run_1/m1.png
Scale bar: 20 um. Supply wires on this layer in gray.
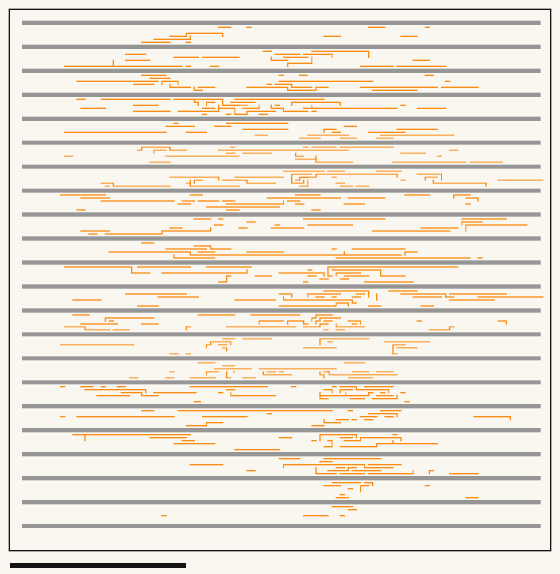
run_1/m2.png
Scale bar: 20 um.
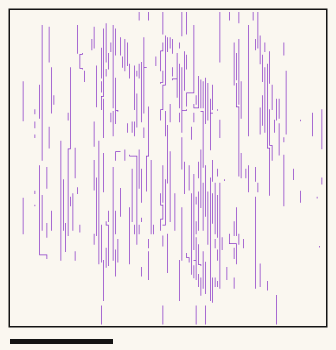
run_1/m3.png
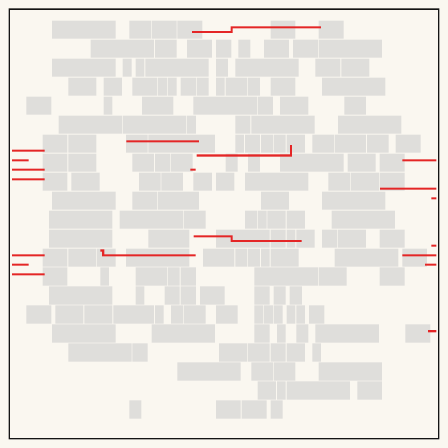
run_1/congestion_map.png
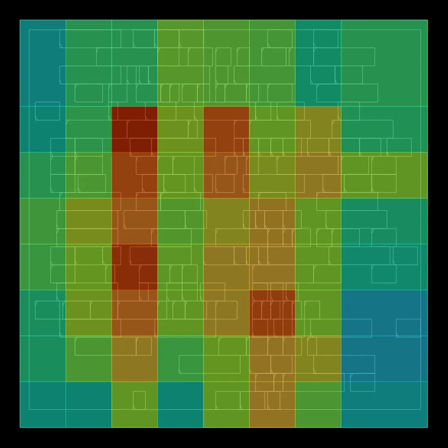
`src/rtl/counter_seq_pkg.sv`:
```
// Shared types and constants for the counter sequencer.
//   state_e       : sequencer FSM states (idle, running, paused)
//   MODE_ONESHOT  : stop after the first terminal advance
//   MODE_PERIODIC : wrap to zero on terminal advance and keep running
package counter_seq_pkg;

  typedef enum logic [1:0] {
    StIdle,
    StRun,
    StPause
  } state_e;

  localparam logic MODE_ONESHOT  = 1'b0;
  localparam logic MODE_PERIODIC = 1'b1;

endpackage

```
`src/rtl/counter_sequencer_if.sv`:
```
// Control/status bundle between a host and the counter sequencer.
//   master : host side, drives commands and configuration, observes status
//   slave  : sequencer side, consumes commands, drives count/busy/paused/tick/done
interface counter_sequencer_if #(
  parameter int unsigned WIDTH      = 8,
  parameter int unsigned PRESCALE_W = 4
);

  logic                  start;
  logic                  stop;
  logic                  mode;
  logic [WIDTH-1:0]      limit;
  logic [PRESCALE_W-1:0] prescale;
  logic [WIDTH-1:0]      count;
  logic                  busy;
  logic                  paused;
  logic                  tick;
  logic                  done;

  modport master (
    output start, stop, mode, limit, prescale,
    input  count, busy, paused, tick, done
  );

  modport slave (
    input  start, stop, mode, limit, prescale,
    output count, busy, paused, tick, done
  );

endinterface

```
`src/rtl/bin_counter_en.sv`:
```
// Width-bit binary up-counter.
//   clk_i   : clock, rising edge
//   rst_ni  : asynchronous active-low reset, clears the count
//   en_i    : increment by one this edge
//   clr_i   : synchronous clear, takes priority over en_i
//   count_o : registered count value
module bin_counter_en #(
  parameter int unsigned Width = 8
) (
  input  logic             clk_i,
  input  logic             rst_ni,
  input  logic             en_i,
  input  logic             clr_i,
  output logic [Width-1:0] count_o
);

  localparam logic [Width-1:0] One = {{(Width-1){1'b0}}, 1'b1};

  logic [Width-1:0] count_q, count_d;

  always_comb begin
    count_d = count_q;
    if (clr_i) begin
      count_d = '0;
    end else if (en_i) begin
      count_d = count_q + One;
    end
  end

  always_ff @(posedge clk_i or negedge rst_ni) begin
    if (!rst_ni) begin
      count_q <= '0;
    end else begin
      count_q <= count_d;
    end
  end

  assign count_o = count_q;

endmodule

```
`src/rtl/counter_sequencer.sv`:
```
// Run/stop sequencer around a binary up-counter with prescaler and terminal limit.
//   clk   : system clock, rising edge
//   reset : asynchronous active-low reset
//   bus   : slave side of counter_sequencer_if
//           start/stop commands, mode/limit/prescale config (latched on start from idle),
//           count, busy, paused, tick and done status (all registered)
module counter_sequencer
  import counter_seq_pkg::*;
#(
  parameter int unsigned WIDTH      = 8,
  parameter int unsigned PRESCALE_W = 4
) (
  input logic                clk,
  input logic                reset,
  counter_sequencer_if.slave bus
);

  localparam logic [PRESCALE_W-1:0] PscOne = {{(PRESCALE_W-1){1'b0}}, 1'b1};

  state_e                state_q, state_d;
  logic                  mode_q, mode_d;
  logic [WIDTH-1:0]      limit_q, limit_d;
  logic [PRESCALE_W-1:0] prescale_q, prescale_d;
  logic [PRESCALE_W-1:0] psc_q, psc_d;
  logic                  tick_q, tick_d;
  logic                  done_q, done_d;
  logic                  busy_q, busy_d;
  logic                  paused_q, paused_d;

  logic                  cnt_en;
  logic                  cnt_clr;
  logic [WIDTH-1:0]      count;
  logic                  advance;
  logic                  terminal;

  assign advance  = (psc_q == prescale_q);
  assign terminal = (count == limit_q);

  always_comb begin
    state_d    = state_q;
    mode_d     = mode_q;
    limit_d    = limit_q;
    prescale_d = prescale_q;
    psc_d      = psc_q;
    tick_d     = 1'b0;
    done_d     = 1'b0;
    cnt_en     = 1'b0;
    cnt_clr    = 1'b0;

    unique case (state_q)
      StIdle: begin
        // stop beats start, so a simultaneous pair leaves us idle
        if (bus.start && !bus.stop) begin
          mode_d     = bus.mode;
          limit_d    = bus.limit;
          prescale_d = bus.prescale;
          psc_d      = '0;
          cnt_clr    = 1'b1;
          state_d    = StRun;
        end
      end
      StRun: begin
        if (bus.stop) begin
          // freeze count and prescaler; this edge does not advance
          state_d = StPause;
        end else if (advance) begin
          psc_d = '0;
          if (terminal) begin
            tick_d = 1'b1;
            if (mode_q == MODE_PERIODIC) begin
              cnt_clr = 1'b1;
            end else begin
              // one-shot: count holds at the limit while idle
              done_d  = 1'b1;
              state_d = StIdle;
            end
          end else begin
            cnt_en = 1'b1;
          end
        end else begin
          psc_d = psc_q + PscOne;
        end
      end
      StPause: begin
        if (bus.stop) begin
          psc_d   = '0;
          cnt_clr = 1'b1;
          state_d = StIdle;
        end else if (bus.start) begin
          state_d = StRun;
        end
      end
      default: begin
        state_d = StIdle;
      end
    endcase

    busy_d   = (state_d != StIdle);
    paused_d = (state_d == StPause);
  end

  always_ff @(posedge clk or negedge reset) begin
    if (!reset) begin
      state_q    <= StIdle;
      mode_q     <= MODE_ONESHOT;
      limit_q    <= '0;
      prescale_q <= '0;
      psc_q      <= '0;
      tick_q     <= 1'b0;
      done_q     <= 1'b0;
      busy_q     <= 1'b0;
      paused_q   <= 1'b0;
    end else begin
      state_q    <= state_d;
      mode_q     <= mode_d;
      limit_q    <= limit_d;
      prescale_q <= prescale_d;
      psc_q      <= psc_d;
      tick_q     <= tick_d;
      done_q     <= done_d;
      busy_q     <= busy_d;
      paused_q   <= paused_d;
    end
  end

  bin_counter_en #(
    .Width (WIDTH)
  ) u_counter (
    .clk_i   (clk),
    .rst_ni  (reset),
    .en_i    (cnt_en),
    .clr_i   (cnt_clr),
    .count_o (count)
  );

  assign bus.count  = count;
  assign bus.busy   = busy_q;
  assign bus.paused = paused_q;
  assign bus.tick   = tick_q;
  assign bus.done   = done_q;

endmodule

```
`src/flat_wrapper.sv`:
```
// flat-port wrapper written by rule: the top's interface ports become plain ports
module counter_sequencer_flat import counter_seq_pkg::*;
#(
  parameter int unsigned WIDTH      = 8,
  parameter int unsigned PRESCALE_W = 4
)
  (clk, reset, bus_start, bus_stop, bus_mode, bus_limit, bus_prescale, bus_count, bus_busy, bus_paused, bus_tick, bus_done);
  counter_sequencer_if #(.WIDTH(WIDTH), .PRESCALE_W(PRESCALE_W)) bus_i ();
  input logic clk;
  input logic reset;
  input wire logic [$bits(bus_i.start)-1:0] bus_start;
  input wire logic [$bits(bus_i.stop)-1:0] bus_stop;
  input wire logic [$bits(bus_i.mode)-1:0] bus_mode;
  input wire logic [$bits(bus_i.limit)-1:0] bus_limit;
  input wire logic [$bits(bus_i.prescale)-1:0] bus_prescale;
  output wire logic [$bits(bus_i.count)-1:0] bus_count;
  output wire logic [$bits(bus_i.busy)-1:0] bus_busy;
  output wire logic [$bits(bus_i.paused)-1:0] bus_paused;
  output wire logic [$bits(bus_i.tick)-1:0] bus_tick;
  output wire logic [$bits(bus_i.done)-1:0] bus_done;
  assign bus_i.start = bus_start;
  assign bus_i.stop = bus_stop;
  assign bus_i.mode = bus_mode;
  assign bus_i.limit = bus_limit;
  assign bus_i.prescale = bus_prescale;
  assign bus_count = bus_i.count;
  assign bus_busy = bus_i.busy;
  assign bus_paused = bus_i.paused;
  assign bus_tick = bus_i.tick;
  assign bus_done = bus_i.done;
  counter_sequencer #(.WIDTH(WIDTH), .PRESCALE_W(PRESCALE_W)) u_core (.clk(clk), .reset(reset), .bus(bus_i));
endmodule
```
`config.mk`:
```
export PLATFORM = sky130hd
export DESIGN_NAME = counter_sequencer_flat
export DESIGN_NICKNAME = d
export VERILOG_FILES = /design/src/rtl/counter_seq_pkg.sv /design/src/rtl/counter_sequencer_if.sv /design/src/rtl/bin_counter_en.sv /design/src/rtl/counter_sequencer.sv /design/src/flat_wrapper.sv
export SDC_FILE = /design/constraint.sdc
export NUM_CORES = 1
export LEC_CHECK = 0
export CORE_UTILIZATION = 45
export CTS_CLUSTER_SIZE = 40
export DETAILED_ROUTE_END_ITERATION = 10
export GPL_TIMING_DRIVEN = 0
export PLACE_DENSITY = 0.76
export SKIP_CTS_REPAIR_TIMING = 1
export SLEW_MARGIN = 20
export SYNTH_ARGS = -nofsm -noshare
export SYNTH_HDL_FRONTEND = slang
export SYNTH_HIERARCHICAL = 1
export SYNTH_SLANG_ARGS = --single-unit
```
`constraint.sdc`:
```
create_clock -name clk -period 4.6 [get_ports clk]
set_input_delay 1.15 -clock clk [delete_from_list [all_inputs] [get_ports clk]]
set_output_delay 1.15 -clock clk [all_outputs]
set_load 0.01 [all_outputs]
```
==> reports/qor.csv, run 1 <==
metric,value,unit
status,completed,
overflow left after global routing,0,
HPWL Detailed,2.13,mm
crit start category,input pin,
maximum fanout along the worst path,9,
Yosys warning total,6,
Slowest Stage Delay on Critical Path,550,ps
Fin. Hold Viols,0,
unrepaired setup endpoints after global routing,no,
power drawn by the clock network,0.000147,W
Core Util at FP,0.471,
Clock buf/inv share,0.0256,
CTS Root Buffer Type,sky130_fd_sc_hd__clkbuf_4,
non-clock inverter count in the final layout,2,
type of the worst min-delay path,reg2reg,
Non-clk bufs,32,
clock buffer count,7,
clock tree from TritonCTS,done,
power in combinational cells,0.000165,W
Least-Margin Pin Slew,686,ps
first-pass GRT wire length,4.57,mm
later-pin clock latency in the skew report,320,ps
clock network fraction of design power,0.221,
cell types with the largest area share after synthesis,"sky130_fd_sc_hd__dfrtp_1 49%, sky130_fd_sc_hd__xnor2_1 5.5%, sky130_fd_sc_hd__mux2_2 5.0%",
cell type of the slowest stage on the worst timing path,sky130_fd_sc_hd__clkdlybuf4s50_1,
number of logged tool warnings,26,
part of the total power dissipated in combinational logic,0.248,
start point of the critical path,bus_start,
destination of the critical timing path,u_core/u_counter/count_o[7],
xor-xnor portion of the synthesized cell area,0.103,
grt met1 use,0.214,
LEAKAGE,0.813,nW
final critical-path share of the clock period,0.590,
"Seq/Total Area, Yosys",0.490,
post-route cell area,0.00196,mm2
post-synth top area cell,sky130_fd_sc_hd__dfrtp_1,
max_slew headroom,0.543,
launch instance of the worst register-to-register path,u_core/u_counter/count_o[3],
critical path arrival,2970,ps
Crit path top cell by count,sky130_fd_sc_hd__a21oi_1,
area delta synth->final,23.6,%
Top cells excl fill/tap,"31 x sky130_fd_sc_hd__dfrtp_1, 26 x sky130_fd_sc_hd__clkdlybuf4s50_1, 10 x sky130_fd_sc_hd__xnor2_1, 10 x sky130_fd_sc_hd__nor2_1, 8 x sky130_fd_sc_hd__nand2_1",
number of cell instances after yosys synthesis,134,
total number of sequential cells,31,
average instance area after synthesis,11.8,um2
adder-cell area share of the yosys netlist,0.0158,
cell-internal power,0.000467,W
R2R Setup Slk,2280,ps
Max H-tree Level,2,
flip-flop and latch share of the layout cell area,0.397,
number of buffers between clock root and the deepest sink,2,
power share of the sequential group,0.530,
gate count after technology mapping,134,
Fillers,320,
share of async-settable or async-resettable flops after synthesis,1.00,
length of routed wiring on met1,1.27,mm
CP Capture Type,flop,
top cells by count,"31 x sky130_fd_sc_hd__dfrtp_1, 10 x sky130_fd_sc_hd__nor2_1, 10 x sky130_fd_sc_hd__xnor2_1",
total power of the final layout,0.000665,W
flip-flops with a built-in enable,0,
launch point of the worst hold path,u_core/mode_q,
most frequently used cell type in the post-synthesis netlist,sky130_fd_sc_hd__dfrtp_1,
TAP cells,46,
Synth Area in Compound Gates,0.0980,
die outline height,61.3,um
net switching power,0.000198,W
Vias,1116,
met3 routed WL,119,um
type of the worst setup path,in2reg,
About m1.png:
longest straight run: 23.9 um
main direction: horizontal

About m2.png:
main direction: vertical
wire length on this layer: 1430 um

About m3.png:
wire length on this layer: 120 um
longest straight run: 13.3 um
main direction: horizontal

About congestion_map.png:
met2 routing resource usage after global routing: 0.275
utilization of the core after routing: 0.581
wire per inst: 13.2 um
global route hottest layer: met2
met3 demand-to-capacity share in global routing: 0.0504

==> run 2, diff against run 1 <==
==> constraint.sdc (replaced) <==
create_clock -name clk -period 2.7 [get_ports clk]
set_input_delay 0.675 -clock clk [delete_from_list [all_inputs] [get_ports clk]]
set_output_delay 0.675 -clock clk [all_outputs]
set_load 0.01 [all_outputs]
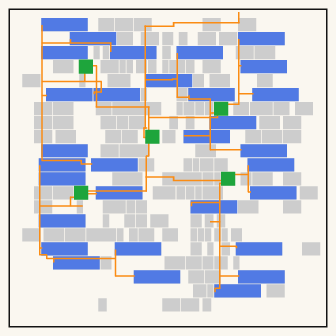
run_2/clock_wires.png
legend:
  green:
    item: clock-net drivers
    count: 5
  blue:
    item: flip-flops
    count: 31
  orange:
    item: clock wires
    length: 366 um
routed clock nets: 6

==> reports/qor.csv, run 2 <==
metric,value,unit,change
status,completed,,unchanged
Layout Cells excl Fill,215,,unchanged
start point of the critical path,u_core/u_counter/count_o[3],,was bus_start
total number of sequential cells,31,,unchanged
type of the worst setup path,reg2reg,,was in2reg
crit start category,flop,,was input pin
gate count after technology mapping,134,,unchanged
layout net count,187,,unchanged
Worst R2R End,u_core/u_counter/count_o[7],,unchanged
post-route cell area,0.00196,mm2,unchanged
TAP cells,46,,unchanged
length of routed wiring on met1,1.27,mm,unchanged
Max H-tree Level,2,,unchanged
final critical-path share of the clock period,0.860,,
max_slew headroom,0.543,,unchanged
type of the worst min-delay path,in2async,,was reg2reg
number of cell instances after yosys synthesis,134,,unchanged
multi-input logic cell count,96,,unchanged
critical path arrival,2580,ps,was 2970 ps
flip-flops with a built-in enable,0,,unchanged
number of logged tool warnings,26,,unchanged
destination of the critical timing path,u_core/u_counter/count_o[7],,unchanged
cell class ranked first by area,flip-flops and latches,,unchanged
fraction of final layout cells with drive strength greater than 1,0.172,,unchanged
initial antenna violation count,0,,unchanged
Horiz. Die Dim,61.3,um,unchanged
simple-gate share of the synthesized area,0.157,,unchanged
die outline height,61.3,um,unchanged
CTS Sinks,31,,unchanged
Biggest consumer,registers,,unchanged
length in cells of the worst reg-to-reg path,8,,unchanged
antenna fix cells,0,,unchanged
multi-input logic area,757,um2,unchanged
number of buffer and inverter stages on the critical path,1,,was 2
power share of the sequential group,0.530,,about the same
"delay-heaviest family, CP",simple AND/OR/NAND/NOR gates,,was buffers and inverters
number of nets with antenna violations after detailed routing,0,,unchanged
most numerous logic cell after layout,sky130_fd_sc_hd__dfrtp_1,,unchanged
overall global routing resource usage,0.171,,unchanged
CP Capture Type,flop,,unchanged
part of the total power dissipated in combinational logic,0.248,,about the same
Synth mux share,0.105,,unchanged
xor-xnor portion of the synthesized cell area,0.103,,unchanged
required time worst endpoint,2960,ps,was 4860 ps
top routing layer in use,met4,,unchanged
area delta synth->final,23.6,%,unchanged
most frequently used cell type in the post-synthesis netlist,sky130_fd_sc_hd__dfrtp_1,,unchanged
largest family of logic cells by area,simple AND/OR/NAND/NOR gates,,unchanged
largest net degree at the start of global routing,32,,unchanged
first-pass detailed-route iteration total,4,,unchanged
share of async-settable or async-resettable flops after synthesis,1.00,,unchanged
Num CTS Buffers,5,,unchanged
average instance area after synthesis,11.8,um2,unchanged
utilization of the core after routing,0.581,,unchanged
Slowest Stage Delay on Critical Path,480,ps,was 550 ps
die footprint,0.00376,mm2,unchanged
final routed DRC violation total,0,,unchanged
met3 routed WL,119,um,unchanged
Top cells excl fill/tap,"31 x sky130_fd_sc_hd__dfrtp_1, 26 x sky130_fd_sc_hd__clkdlybuf4s50_1, 10 x sky130_fd_sc_hd__xnor2_1, 10 x sky130_fd_sc_hd__nor2_1, 8 x sky130_fd_sc_hd__nand2_1",,unchanged
Synthesized Nets,153,,unchanged
net switching power,0.000338,W,was 0.000198 W
global route hottest layer,met2,,unchanged
number of buffers between clock root and the deepest sink,2,,unchanged
Fillers,320,,unchanged
adder-cell area share of the yosys netlist,0.0158,,unchanged
max-cap violation count,0,,unchanged
launch instance of the worst register-to-register path,u_core/u_counter/count_o[3],,unchanged
clock network fraction of design power,0.221,,about the same
R2R Setup Slk,380,ps,was 2280 ps
flip-flop and latch share of the layout cell area,0.397,,unchanged
total standard cell area after synthesis,0.00158,mm2,unchanged
non-clock inverter count in the final layout,2,,unchanged
initial drt markers,25,,unchanged
peak clock frequency supported by timing,431,MHz,
grt met1 use,0.214,,unchanged
number of cells on the critical path,8,,unchanged
Power per Cell Area,579,mW/mm2,was 340 mW/mm2
average via count per standard cell,5.19,,unchanged
number of distinct library cells after synthesis,37,,unchanged
power drawn by the clock network,0.000251,W,was 0.000147 W
Least-Margin Pin Slew,686,ps,unchanged
Total Neg Setup Slack,0,ps,unchanged
met3 demand-to-capacity share in global routing,0.0504,,unchanged
cells along the critical path,xnor2_1 > nand4_1 > nor4_4 > a21o_1 > buf_4 > o2111ai_4 > or3_1 > a21oi_1,,was clkdlybuf4s50_1 > nand2_1 > a21oi_1 > a21o_1 > buf_4 > o2111ai_4 > or3_1 > a21oi_1
relative area of non-clock buffer cells in the final design,0.157,,unchanged
most used flip-flop cell,sky130_fd_sc_hd__dfrtp_1,,unchanged
top cells by count,"31 x sky130_fd_sc_hd__dfrtp_1, 10 x sky130_fd_sc_hd__nor2_1, 10 x sky130_fd_sc_hd__xnor2_1",,unchanged
wire per inst,13.2,um,unchanged
post-synthesis register bit count,31,,unchanged
maximum fanout along the worst path,9,,unchanged
cell types with the largest area share after synthesis,"sky130_fd_sc_hd__dfrtp_1 49%, sky130_fd_sc_hd__xnor2_1 5.5%, sky130_fd_sc_hd__mux2_2 5.0%",,unchanged
power in combinational cells,0.000282,W,was 0.000165 W
cell type of the slowest stage on the worst timing path,sky130_fd_sc_hd__dfrtp_1,,was sky130_fd_sc_hd__clkdlybuf4s50_1
I/O pin total,29,,unchanged
"Min Clock Period, post-route",2320,ps,
Clock Skews,5.36,ps,unchanged
area taken by flip-flops and latches,776,um2,unchanged
Final Setup Violations,0,,unchanged
routability-driven placement congestion ratio,0.778,,unchanged
instance count after placement with tap cells included,207,,unchanged
area reported by Yosys stat,0.00158,mm2,unchanged
power in sequential cells,0.000601,W,was 0.000353 W
clock buffer count,7,,unchanged
"Seq/Total Area, Yosys",0.490,,unchanged
routed length on met2,1.43,mm,unchanged
clock tree from TritonCTS,done,,unchanged
Fin. Hold Viols,0,,unchanged
Vias,1116,,unchanged
overflow left after global routing,0,,unchanged
cell area after placement,0.00191,mm2,unchanged
number of placement rows,21,,unchanged
fraction of post-synthesis cell area in the top cell type by area,0.490,,unchanged
Clock buf/inv share,0.0256,,unchanged
switch share,0.298,,about the same
Non-clk bufs,32,,unchanged
cell-internal power,0.000795,W,was 0.000467 W
later-pin clock latency in the skew report,320,ps,about the same
post-synth top area cell,sky130_fd_sc_hd__dfrtp_1,,unchanged
peak supply drop,0.354,mV,was 0.208 mV
register clock-pin slew on the reported worst setup and hold paths,90,ps,about the same
Core Util at FP,0.471,,unchanged
total power of the final layout,0.00113,W,was 0.000665 W
CTS Root Buffer Type,sky130_fd_sc_hd__clkbuf_4,,unchanged
unrepaired setup endpoints after global routing,no,,unchanged
Hold Worst Slack,381,ps,was 485 ps
Yosys warning total,6,,unchanged
first-pass GRT wire length,4.57,mm,unchanged
met2 routing resource usage after global routing,0.275,,unchanged
HPWL Detailed,2.13,mm,unchanged
Comb/total area,0.387,,unchanged
Final Max Slew Viols,0,,unchanged
PortBufs,27,,unchanged
minimum setup slack after placement,143,ps,was 1570 ps
LEAKAGE,0.813,nW,unchanged
Worst Slack Setup Final,378,ps,was 1880 ps
Synth Area in Compound Gates,0.0980,,unchanged
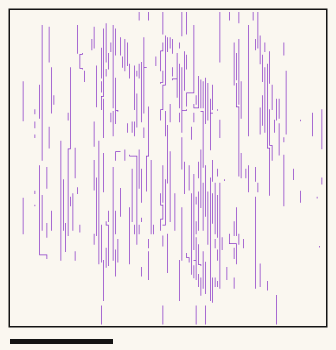
run_2/m2.png
Scale bar: 20 um.
wire length on this layer: 1430 um
nets with wire on the layer: 162
main direction: vertical

No activity file was given, so power comes from the tool's default toggle rates.
